Fig. 1: run 1, metal 1
Scale bar: 50 um. Supply wires on this layer in gray.
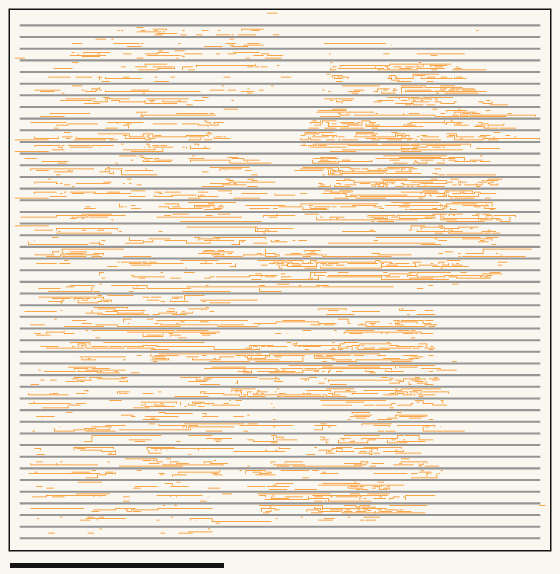
Fig. 2: run 1, the metal 2 layer
Scale bar: 50 um.
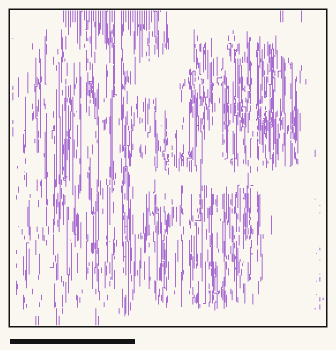
Fig. 3: run 1, met3 routing
Cells faint in the background.
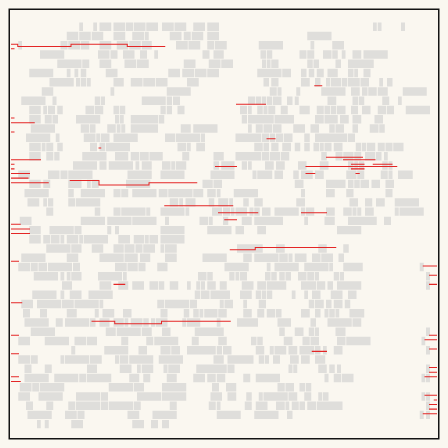
### src/rtl/key_sw_input_device.sv
// Memory-mapped KEY/SW input peripheral: two-flop sync, per-group debounce,
// data registers and ready/overrun status answering processor loads.
module key_sw_input_device #(
    parameter int unsigned      DBITS           = 32,
    parameter logic [15:0]      DEBOUNCE_CYCLES = 16'd50000,
    parameter logic [DBITS-1:0] ADDR_KDATA      = DBITS'(32'hF000_0010),
    parameter logic [DBITS-1:0] ADDR_SDATA      = DBITS'(32'hF000_0014),
    parameter logic [DBITS-1:0] ADDR_KCTRL      = DBITS'(32'hF000_0110),
    parameter logic [DBITS-1:0] ADDR_SCTRL      = DBITS'(32'hF000_0114)
) (
    input  logic             clk,
    input  logic             reset,
    input  logic [DBITS-1:0] memAddr,
    input  logic             memRdEn,
    input  logic             memWrEn,
    input  logic [DBITS-1:0] memWrData,
    output logic [DBITS-1:0] memRdData,
    output logic             memRdHit,
    input  logic [3:0]       KEY,
    input  logic [9:0]       SW
);

    localparam int unsigned GW    = 10;
    localparam int unsigned CNT_W = (DEBOUNCE_CYCLES == 16'd0) ? 1
                                  : $clog2(32'(DEBOUNCE_CYCLES) + 32'd1);
    localparam logic [CNT_W-1:0] CNT_ONE  = CNT_W'(1);
    localparam logic [CNT_W-1:0] CNT_LAST = CNT_W'(DEBOUNCE_CYCLES);
    localparam logic [CNT_W-1:0] CNT_SAT  = '1;

    localparam logic [0:0] ST_STABLE   = 1'b0;
    localparam logic [0:0] ST_COUNTING = 1'b1;

    // Only memWrData[2] is meaningful (overrun clear on status stores)
    logic unused_wr_bits;
    assign unused_wr_bits = ^{memWrData[DBITS-1:3], memWrData[1:0]};

    // Group 0 is KEY (active-low, zero-extended), group 1 is SW
    for (genvar g = 0; g < 2; g++) begin : g_grp
        localparam logic [GW-1:0]    SYNC_RST  = (g == 0) ? GW'(4'hF) : GW'(0);
        localparam logic [GW-1:0]    INV_MASK  = (g == 0) ? GW'(4'hF) : GW'(0);
        localparam logic [DBITS-1:0] DATA_ADDR = (g == 0) ? ADDR_KDATA : ADDR_SDATA;
        localparam logic [DBITS-1:0] CTRL_ADDR = (g == 0) ? ADDR_KCTRL : ADDR_SCTRL;

        logic [GW-1:0]    raw, sync1, sync2, sval;
        logic [GW-1:0]    deb, deb_n, cand, cand_n;
        logic [CNT_W-1:0] cnt, cnt_n, cnt_try;
        logic [0:0]       state, state_n;
        logic             try_acc, event_c;
        logic             rdy, ovr, rd_clr, ovr_set, ovr_clr;

        assign raw  = (g == 0) ? GW'(KEY) : SW;
        assign sval = sync2 ^ INV_MASK;

        always_ff @(posedge clk) begin
            if (!reset) begin
                sync1 <= SYNC_RST;
                sync2 <= SYNC_RST;
                state <= ST_STABLE;
                cnt   <= '0;
                cand  <= '0;
                deb   <= '0;
            end else begin
                sync1 <= raw;
                sync2 <= sync1;
                state <= state_n;
                cnt   <= cnt_n;
                cand  <= cand_n;
                deb   <= deb_n;
            end
        end

        // Accept a value once it has been seen unchanged for DEBOUNCE_CYCLES samples
        always_comb begin
            state_n = state;
            cnt_n   = cnt;
            cand_n  = cand;
            deb_n   = deb;
            event_c = 1'b0;
            cnt_try = '0;
            try_acc = 1'b0;
            case (state)
                ST_STABLE: begin
                    if (sval != deb) begin
                        state_n = ST_COUNTING;
                        cand_n  = sval;
                        cnt_try = CNT_ONE;
                        try_acc = 1'b1;
                    end
                end
                ST_COUNTING: begin
                    if (sval == deb) begin
                        state_n = ST_STABLE;
                        cnt_n   = '0;
                    end else if (sval != cand) begin
                        cand_n  = sval;
                        cnt_try = CNT_ONE;
                        try_acc = 1'b1;
                    end else begin
                        cnt_try = (cnt == CNT_SAT) ? cnt : cnt + CNT_ONE;
                        try_acc = 1'b1;
                    end
                end
                default: begin
                    state_n = ST_STABLE;
                    cnt_n   = '0;
                end
            endcase
            if (try_acc) begin
                if (cnt_try >= CNT_LAST) begin
                    deb_n   = sval;
                    event_c = 1'b1;
                    state_n = ST_STABLE;
                    cnt_n   = '0;
                end else begin
                    cnt_n = cnt_try;
                end
            end
        end

        // A change event beats a same-cycle clearing read
        assign rd_clr  = memRdEn && (memAddr == DATA_ADDR);
        assign ovr_set = event_c && rdy && !rd_clr;
        assign ovr_clr = memWrEn && (memAddr == CTRL_ADDR) && !memWrData[2];

        always_ff @(posedge clk) begin
            if (!reset) begin
                rdy <= 1'b0;
                ovr <= 1'b0;
            end else begin
                if (event_c)     rdy <= 1'b1;
                else if (rd_clr) rdy <= 1'b0;
                if (ovr_set)      ovr <= 1'b1;
                else if (ovr_clr) ovr <= 1'b0;
            end
        end
    end

    // Registered load return; data holds when no load is requested
    always_ff @(posedge clk) begin
        if (!reset) begin
            memRdData <= '0;
            memRdHit  <= 1'b0;
        end else if (memRdEn) begin
            memRdHit <= 1'b1;
            case (memAddr)
                ADDR_KDATA: memRdData <= DBITS'(g_grp[0].deb[3:0]);
                ADDR_SDATA: memRdData <= DBITS'(g_grp[1].deb);
                ADDR_KCTRL: memRdData <= DBITS'({g_grp[0].ovr, 1'b0, g_grp[0].rdy});
                ADDR_SCTRL: memRdData <= DBITS'({g_grp[1].ovr, 1'b0, g_grp[1].rdy});
                default: begin
                    memRdData <= '0;
                    memRdHit  <= 1'b0;
                end
            endcase
        end else begin
            memRdHit <= 1'b0;
        end
    end

endmodule

### config.mk
export PLATFORM = sky130hd
export DESIGN_NAME = key_sw_input_device
export DESIGN_NICKNAME = d
export VERILOG_FILES = /design/src/rtl/key_sw_input_device.sv
export SDC_FILE = /design/constraint.sdc
export NUM_CORES = 1
export LEC_CHECK = 0
export CELL_PAD_IN_SITES_DETAIL_PLACEMENT = 0
export CELL_PAD_IN_SITES_GLOBAL_PLACEMENT = 1
export CORE_MARGIN = 2
export CORE_UTILIZATION = 35
export CTS_BUF_LIST = sky130_fd_sc_hd__clkbuf_2
export DETAILED_ROUTE_END_ITERATION = 6
export GPL_TIMING_DRIVEN = 1
export PLACE_DENSITY_LB_ADDON = 0.1
export SKIP_CTS_REPAIR_TIMING = 1
export SYNTH_ARGS = -nofsm -noshare
export SYNTH_HDL_FRONTEND = slang
export SYNTH_SLANG_ARGS = --single-unit
export TNS_END_PERCENT = 10
### constraint.sdc
create_clock -name clk -period 2.55 [get_ports clk]
set_input_delay 0.255 -clock clk [delete_from_list [all_inputs] [get_ports clk]]
set_output_delay 0.255 -clock clk [all_outputs]
set_load 0.005 [all_outputs]
==> Slide: Implementation Results, run 1 <==
Flow Results at a Glance

Outcome
  • Status: finished, final reports clean

Synthesis
  • Async SR Flop Fraction: 0%
  • Cell area after synthesis: between 5000 and 6000 um2
  • Yosys warns: 0
  • Yosys top cell by area: dfxtp_1
  • Synthesis area per yosys: around 5200 um2
  • EDFF count, synth: 0
  • Synth top cells by count: 105 x dfxtp_1, 67 x nor2_1, 34 x a21oi_1
  • Biggest area cells: dfxtp_1 40%, mux2i_1 5.0%, nor2_1 4.8%, a21oi_1 3.3%, buf_4 3.2%
  • Most frequent cell after synthesis: dfxtp_1
  • Distinct lib cells: approximately 65

Job
  • Max Cap Viol: 0

Critical path
  • Worst reg2reg path depth: 7
  • Crit path cell chain: nand4_2 > or4_4 > a22oi_2 > o22ai_1 > o2111a_2 > or3_4 > and4b_2
  • Worst Path Buf+Inv: 0
  • Total stage count of the critical path: 7
  • Crit-path slowest cell: dfxtp_1
  • Delay-heaviest family, CP: simple AND/OR/NAND/NOR gates
  • Setup crit end kind: flop
  • Setup crit end: g_grp[1].cnt[0]
  • FF-to-FF setup slack: between 0.05 and 0.06 ns
  • R2r endpoint: g_grp[1].cnt[0]
  • Data required time of the critical path: 3.12 ns
  • Worst Setup Start Kind: flop
  • Critical Path Fanout Max: 7
  • Crit Path Class: flop to flop
  • Critical path origin: g_grp[1].cnt[11]
  • WP data arrival: 3.06 ns

Routing
  • DR pass1 iterations: 5
  • WL per Instance: 14.3 um
  • ANT nets after route: 0
  • Wl on met1: 6210 um
  • Met2 wire len: 6410 um
  • Iteration-0 DRC Markers: about 260
  • Max Used Layer: met4
  • Met3 routed WL: 393 um

STA
  • Endpoints failing setup: 0
  • Final hold viol count: 0
  • RSZ-0062 raised after global routing: true
  • Fin crit share: 97.8%
  • Skew final: between 0.04 and 0.05 ns
  • Max Fclk: 401 MHz
  • Min Hold Slack: around 0.12 ns
  • Fin crit period: 2.49 ns

CTS
  • Root buffer cell: clkbuf_2
  • Total CTS buffers: 9
  • CTS H-tree depth: 3
  • CTS tree: built
  • Sink Count: 105
  • Clk pin slew, worst setup/hold paths: 0.34 ns
  • Clk buf depth: 2

Finish
  • # diodes: 0
  • Final core area utilization: 46.1%
  • Area Growth Syn to Fin: 28.7%
  • Layout cells sized above 1: 19.5%
  • Top Layout Cells: 96 x dfxtp_1, 85 x buf_4, 65 x nor2_1
  • Commonest Layout Cell: dfxtp_1

Min path
  • Hold path start: SW[3]

Floorplanning
  • Die Ht: 126 um
  • Die ar.: around 16,000 um2
  • Core ar.: approximately 15,000 um2

GRT
  • Vias in the first global route: 4,525
  • GRT overflow: 0
  • GRT Overall Usage: 16.9%
  • Initial antenna violation count: 0
  • Met3 Use GR: 4.33%

Pwr
  • Sw power: 0.818 mW
  • Leak: 2.67 nW
  • Reg power frac: around 60%
  • Clk pwr share: 29.0%
  • Net Sw Frac: 28.8%
  • VDD IR max: 0.000369 V

Placement
  • Final estimated routing congestion in global placement: 0.875
## Picture notes: Fig. 1
main direction = horizontal
nets with wire on the layer = 721
wire length on this layer = 6,210 um

## Picture notes: Fig. 2
share of all routed wire = 49%
longest straight run = 40.8 um
nets with wire on the layer = 662
main direction = vertical
met2 Use GR: 28.0%
vias: 4,628
WL final: 13,200 um

## Picture notes: Fig. 3
wire length on this layer = 394 um
longest straight run = 26.7 um

-- run 1: through the flow --
step | TNS, ns | setup WS, ns | cells | power, mW | cell area, um2
6_report | 0 | 0.0554 | 919 | 2.84 | 6710
2_1_floorplan | -0.153 | -0.0492 | 627 | 1.92 | 5320
3_5_place_dp | -0.0313 | -0.0224 | 902 | 2.05 | 6470
4_1_cts | -0.281 | -0.0860 | 918 | 2.89 | 6600
3_3_place_gp | -0.0171 | -0.0171 | 902 | 2.04 | 6470
5_1_grt | -0.452 | -0.0728 | 919 | 3.00 | 6710
-- run 1: area by class of cell --
class | instances | area, um2 | share of cell area, %
Sequential cell | 105 | 2120 | 31.7
Inverter | 15 | 56.3 | 0.840
Multi-Input combinational cell | 452 | 2910 | 43.3
Clock buffer | 9 | 45.0 | 0.672
Timing Repair Buffer | 147 | 1260 | 18.8
Tap cell | 184 | 230 | 3.43
Clock inverter | 7 | 85.1 | 1.27
-- run 1: cell families after synthesis --
logic type | after synthesis | synth area share (%)
xor+xnor | 31 | 5.21
buf+inv | 71 | 7.57
compound gates | 110 | 13.6
other cells | 1 | 0.0720
mux | 30 | 6.29
flops | 105 | 40.4
fa+ha+maj | 2 | 0.480
simple gates | 256 | 26.4
-- run 1: power groups by stage --
stage          Clock [mW]  Combinational (mW)  Sequential (mW)
6_report            0.824               0.304             1.72
5_1_grt             0.940               0.339             1.72
4_1_cts             0.871               0.305             1.72
3_5_place_dp            0               0.304             1.74
3_3_place_gp            0               0.299             1.74
2_1_floorplan           0               0.182             1.74
-- run 1: state kept, by name, indices dropped and copies added, names as in the netlist --
name and flops:
g_grp.deb 14, g_grp.state 2, g_grp.ovr 2, g_grp.sync2 4, g_grp.cnt 32, g_grp.sval 10
g_grp.cand 14, memRdHit 1, memRdData 10, g_grp.rdy 2, g_grp.sync1 14
==> run 1 -> run 2 <==
HOLD_SLACK_MARGIN = 0.15   (was unset)
==> Slide: Implementation Results, run 2 <==
Flow Results at a Glance

Critical path
  • Critical path origin: g_grp[1].cnt[11]
  • Crit-path slowest cell: dfxtp_1
  • FF-to-FF setup slack: about 0.059 ns
  • Crit path cell chain: nand4_2 > or4_4 > a22oi_2 > o22ai_1 > o2111a_2 > or3_4 > and4b_2
  • Worst Setup Start Kind: flop
  • WP data arrival: 3.06 ns
  • Setup crit end kind: flop
  • Crit Path Class: flop to flop
  • Critical Path Fanout Max: 7
  • Data required time of the critical path: 3.12 ns

Floorplanning
  • Die ar.: around 16,000 um2
  • Die Ht: 126 um
  • Core ar.: between 10,000 and 15,000 um2

GRT
  • GRT overflow: 0
  • Vias in the first global route: 4,525
  • GRT Overall Usage: 16.9%
  • Initial antenna violation count: 0

STA
  • Max Fclk: between 400 and 500 MHz
  • Endpoints failing setup: 0
  • Final worst slack: 0.0587 ns
  • Fin crit share: 97.7%
  • RSZ-0062 raised after global routing: true
  • Skew final: 0.0360 ns
  • Fin crit period: 2.49 ns
  • Final hold viol count: 0
  • Setup TNS: 0 ns
  • Min Hold Slack: 0.310 ns

Placement
  • Placed Area: ~6500 um2
  • Setup WS pre-CTS: -0.0224 ns
  • Placed insts: 902
  • Final estimated routing congestion in global placement: approximately 0.87

Finish
  • Sequential standard cell area: 2120 um2
  • Top reg by flops: g_grp.cnt
  • # diodes: 0
  • Final Instance Area: 6850 um2
  • Area Growth Syn to Fin: 31.4%
  • Area of the multi-input gates: just under 3000 um2
  • Top Layout Cells: 96 x dfxtp_1, 85 x buf_4, 65 x nor2_1
  • Final std cells w/o fill: 933
  • Commonest Layout Cell: dfxtp_1
  • Layout cells sized above 1: around a fifth
  • Max reg flops: 32

Synthesis
  • Synthesis area per yosys: around 5200 um2
  • EDFF count, synth: 0
  • Yosys warns: 0
  • Async SR Flop Fraction: 0%
  • Biggest area cells: dfxtp_1 40%, mux2i_1 5.0%, nor2_1 4.8%, a21oi_1 3.3%, buf_4 3.2%
  • Distinct lib cells: 65
  • Synth top cells by count: 105 x dfxtp_1, 67 x nor2_1, 34 x a21oi_1
  • Most frequent cell after synthesis: dfxtp_1
  • Synth flops: 105
  • Yosys top cell by area: dfxtp_1
  • Cell area after synthesis: 5210 um2

Routing
  • ANT nets after route: 0
  • WL final: 13,300 um
  • Iteration-0 DRC Markers: 293
  • DR pass1 iterations: 4
  • WL per Instance: between 10 and 15 um
  • Vias: about 4,700

Outcome
  • Status: finished, final reports clean

CTS
  • Root buffer cell: clkbuf_2
  • Total CTS buffers: 9
  • Sink Count: 105
  • Clk pin slew, worst setup/hold paths: 0.33 ns
  • CTS H-tree depth: 3
  • CTS tree: built
  • Clk buf depth: 2

Pwr
  • VDD IR max: around 0.00037 V
  • Leak: approximately 2.7 nW

Min path
  • Hold path start: memRdEn

Job
  • Max Cap Viol: 0
==> run 2: cell count changes in the layout (fill, tap and decap cells not counted) <==
cell	delta
dlygate4sd3_1	+14
==> run 2: area by class of cell <==
class / instances / area share (%)
multi-input cells: 452 / 42.4
flip-flops and latches: 105 / 31.0
repair buffers: 161 / 20.5
well taps: 184 / 3.36
clock inverters: 7 / 1.24
inverters: 15 / 0.823
clock buffers: 9 / 0.658
==> run 2: worst paths after layout <==
kind                             to  depth (start not counted)
setup reg to reg    g_grp[1].cnt[0]                          7
setup / recovery    g_grp[1].cnt[0]                          7
hold / removal         memRdData[0]                          4
hold reg to reg   g_grp[0].sync2[3]                          1
==> run 2: report_power, final <==
group	internal, mW	switching (mW)	leakage (nW)
Sequential	1.69	0.0265	0.860
Clock	0.168	0.650	0.0729
Combinational	0.182	0.139	1.79
Total	2.04	0.815	2.73
==> run 2: cell families after synthesis <==
| family | synth area share (%) |
|---|---|
| simple gates | 26.4 |
| fa+ha+maj | 0.480 |
| compound gates | 13.6 |
| flops | 40.4 |
| mux | 6.29 |
| xor+xnor | 5.21 |
| other cells | 0.0720 |
| buf+inv | 7.57 |
==> run 2: per-layer routing <==
layer	global-route usage, %	share of wire [%]
met1	21.9	47
met4	4.65	1.2
met3	4.33	2.8
met5	0	0
met2	28.0	49
==> run 2: critical path, delay by kind of cell, from the launching register on <==
kind / cells / cell delay [ns]
AND/OR/NAND/NOR: 4 / 1.43
flip-flops: 1 / 0.50
AND-OR/OR-AND: 3 / 0.50
Fig. 4: run 2, met3 routing
Cells faint in the background.
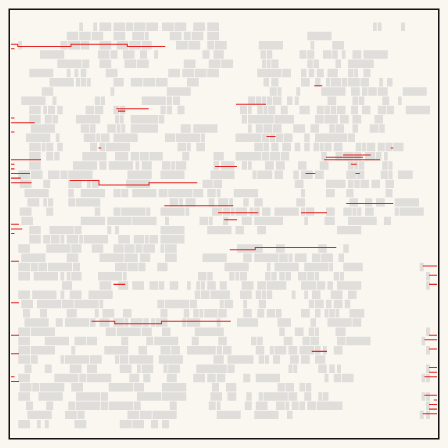
share of all routed wire = 2.8%
nets with wire on the layer = 49
main direction = horizontal
longest straight run = 23.7 um

Fig. 5: run 2, congestion heat map
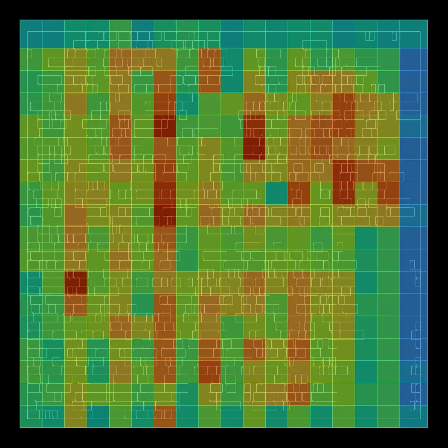
Top Usage Layer GRT: met2
met3 Use GR: 4.33%
final core area utilization: 47.1%

Fig. 6: run 2, the metal 2 layer
Scale bar: 50 um.
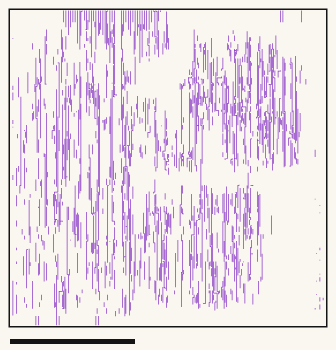
wire length on this layer = 6,490 um
share of all routed wire = 49%
longest straight run = 40.8 um
main direction = vertical
nets with wire on the layer = 670

==> run 2 -> run 3 <==
REMOVE_ABC_BUFFERS = 1   (was unset)
clock period = 2.1 ns   (was 2.55 ns; I/O delays follow)
==> Slide: Implementation Results, run 3 <==
Flow Results at a Glance

Synthesis
  • Mux frac, synth: 6.29%
  • Yosys adder share: 0.480%
  • Biggest area cells: dfxtp_1 40%, mux2i_1 5.0%, nor2_1 4.8%, a21oi_1 3.3%, buf_4 3.2%
  • Yosys warns: 0
  • Async SR Flop Fraction: 0%
  • Main logic family: simple AND/OR/NAND/NOR gates
  • Cell area after synthesis: roughly 5200 um2
  • Synth flops: between 100 and 150
  • Most frequent cell after synthesis: dfxtp_1

STA
  • RSZ-0062 raised after global routing: true
  • Min Hold Slack: 0.265 ns
  • Fin crit share: 118%
  • Fin crit period: 2.48 ns
  • Final worst slack: -0.379 ns
  • Final hold viol count: 0
  • Endpoints failing setup: between 50 and 60

CTS
  • Clk pin slew, worst setup/hold paths: 0.32 ns
  • Clk buf depth: 2
  • Total CTS buffers: 9

Pwr
  • Sw power: 1.01 mW
  • Total power: 3.64 mW
  • Net Sw Frac: around 28%
  • Combinational share of power: 11.8%
  • P_int: 2.62 mW

Critical path
  • Data required time of the critical path: ~2.7 ns
  • WP data arrival: 3.08 ns
  • FF-to-FF setup slack: -0.38 ns
  • Crit Path Class: flop to flop
  • Worst reg2reg path depth: 9
  • Worst Setup Start Kind: flop

Finish
  • Commonest Layout Cell: buf_4
  • Layout cells sized above 1: a little over a quarter
  • Final Instance Area: 7360 um2

Routing
  • Met2 wire len: 6420 um
  • Iteration-0 DRC Markers: 220
  • Wl on met1: between 6000 and 7000 um
  • Max Used Layer: met4

Outcome
  • Failing checks: setup timing
  • Status: finished, violations left

GRT
  • Initial antenna violation count: 0

Placement
  • Placed insts: 951
  • Setup WS pre-CTS: -0.507 ns

Min path
  • Hold Path Depth: 4
-- run 3: cell counts after synthesis --
No cell type changed its count.
-- run 3: power by group through the flow --
stage,Combinational [mW],Sequential (mW),Clock [mW]
after floorplan,0.173,2.11,0
after global placement,0.395,2.11,0
after detailed placement,0.398,2.11,0
after CTS,0.400,2.08,1.18
after global routing,0.473,2.09,1.25
final,0.431,2.08,1.12
-- run 3: worst paths after layout --
| path | startpoint | end |
|---|---|---|
| hold reg to reg | g_grp[0].sync1[3] | g_grp[0].sync2[3] |
| setup / recovery | g_grp[0].cnt[0] | g_grp[0].cnt[7] |
| hold / removal | memRdEn | memRdHit |
| setup reg to reg | g_grp[0].cnt[0] | g_grp[0].cnt[7] |
-- run 3: cells by family (layout without fill, tap and decap cells) --
logic type               after synthesis  count (layout)
buffers and inverters                 71             243
AND-OR/OR-AND                        110             110
multiplexers                          30              30
AND/OR/NAND/NOR                      256             257
XOR/XNOR                              31              31
flip-flops                           105             105
other                                  1              22
adder cells (fa/ha/maj)                2               2
-- run 3: cell type report --
class	instances	area (um2)	share of cell area, %
clock buffer	9	45.0	0.612
clock inverter	7	108	1.46
inverter	15	56.3	0.765
multi-input combinational	452	3000	40.7
sequential	105	2120	28.8
tap	184	230	3.13
timing repair buffer	212	1810	24.5
-- run 3: per-layer routing --
layer,track usage [%],vias up
li1,-,2496
met1,21.2,2281
met2,28.3,134
met3,2.80,24
met4,7.05,0
met5,0,-
-- run 3: critical path, cell delays in order, from the launching register on --
cell      delay [ns]
dfxtp_2         0.40
ha_1            0.21
and3_1          0.23
nand4_1         0.14
nand2_1         0.11
o311ai_4        0.31
nand4_1         0.22
o211a_4         0.31
or4_1           0.43
o211ai_1        0.11
Fig. 7: run 3, the metal 4 layer
Scale bar: 50 um. Supply wires on this layer in gray.
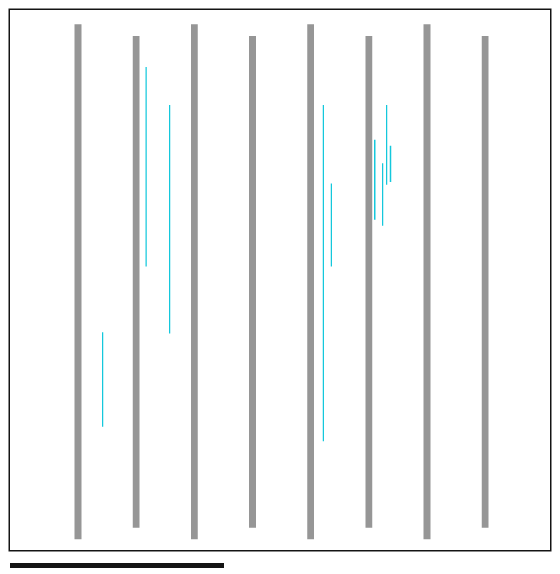
nets with wire on the layer = 7
share of all routed wire = 2.0%
main direction = vertical
wire length on this layer = 277 um
longest straight run = 78.2 um
vias: 4,935
WL final: 13,600 um

Fig. 8: run 3, met3 routing
Cells faint in the background.
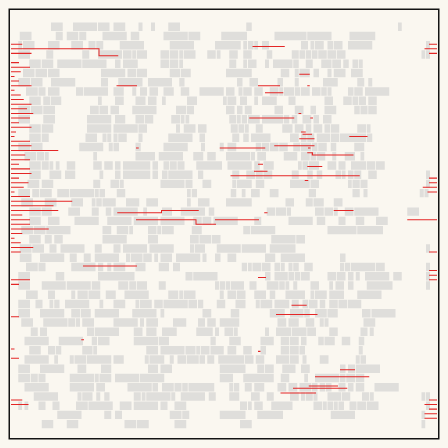
longest straight run = 37.7 um
wire length on this layer = 612 um
main direction = horizontal
share of all routed wire = 4.5%
met3 Use GR: 2.80%

Fig. 9: run 3, congestion heat map
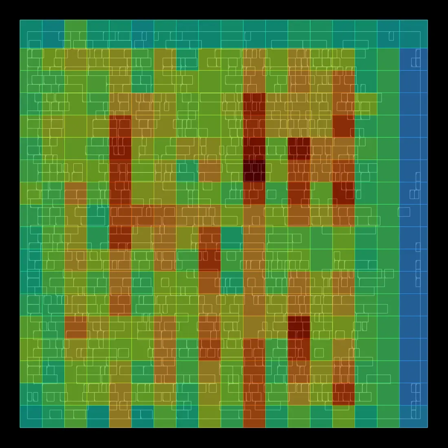
met2 Use GR: 28.3%
GRT Overall Usage: 16.7%
WL per Instance: 13.8 um
met1 Usage GRT: 21.2%

Power is estimated from default activity; no workload was simulated.
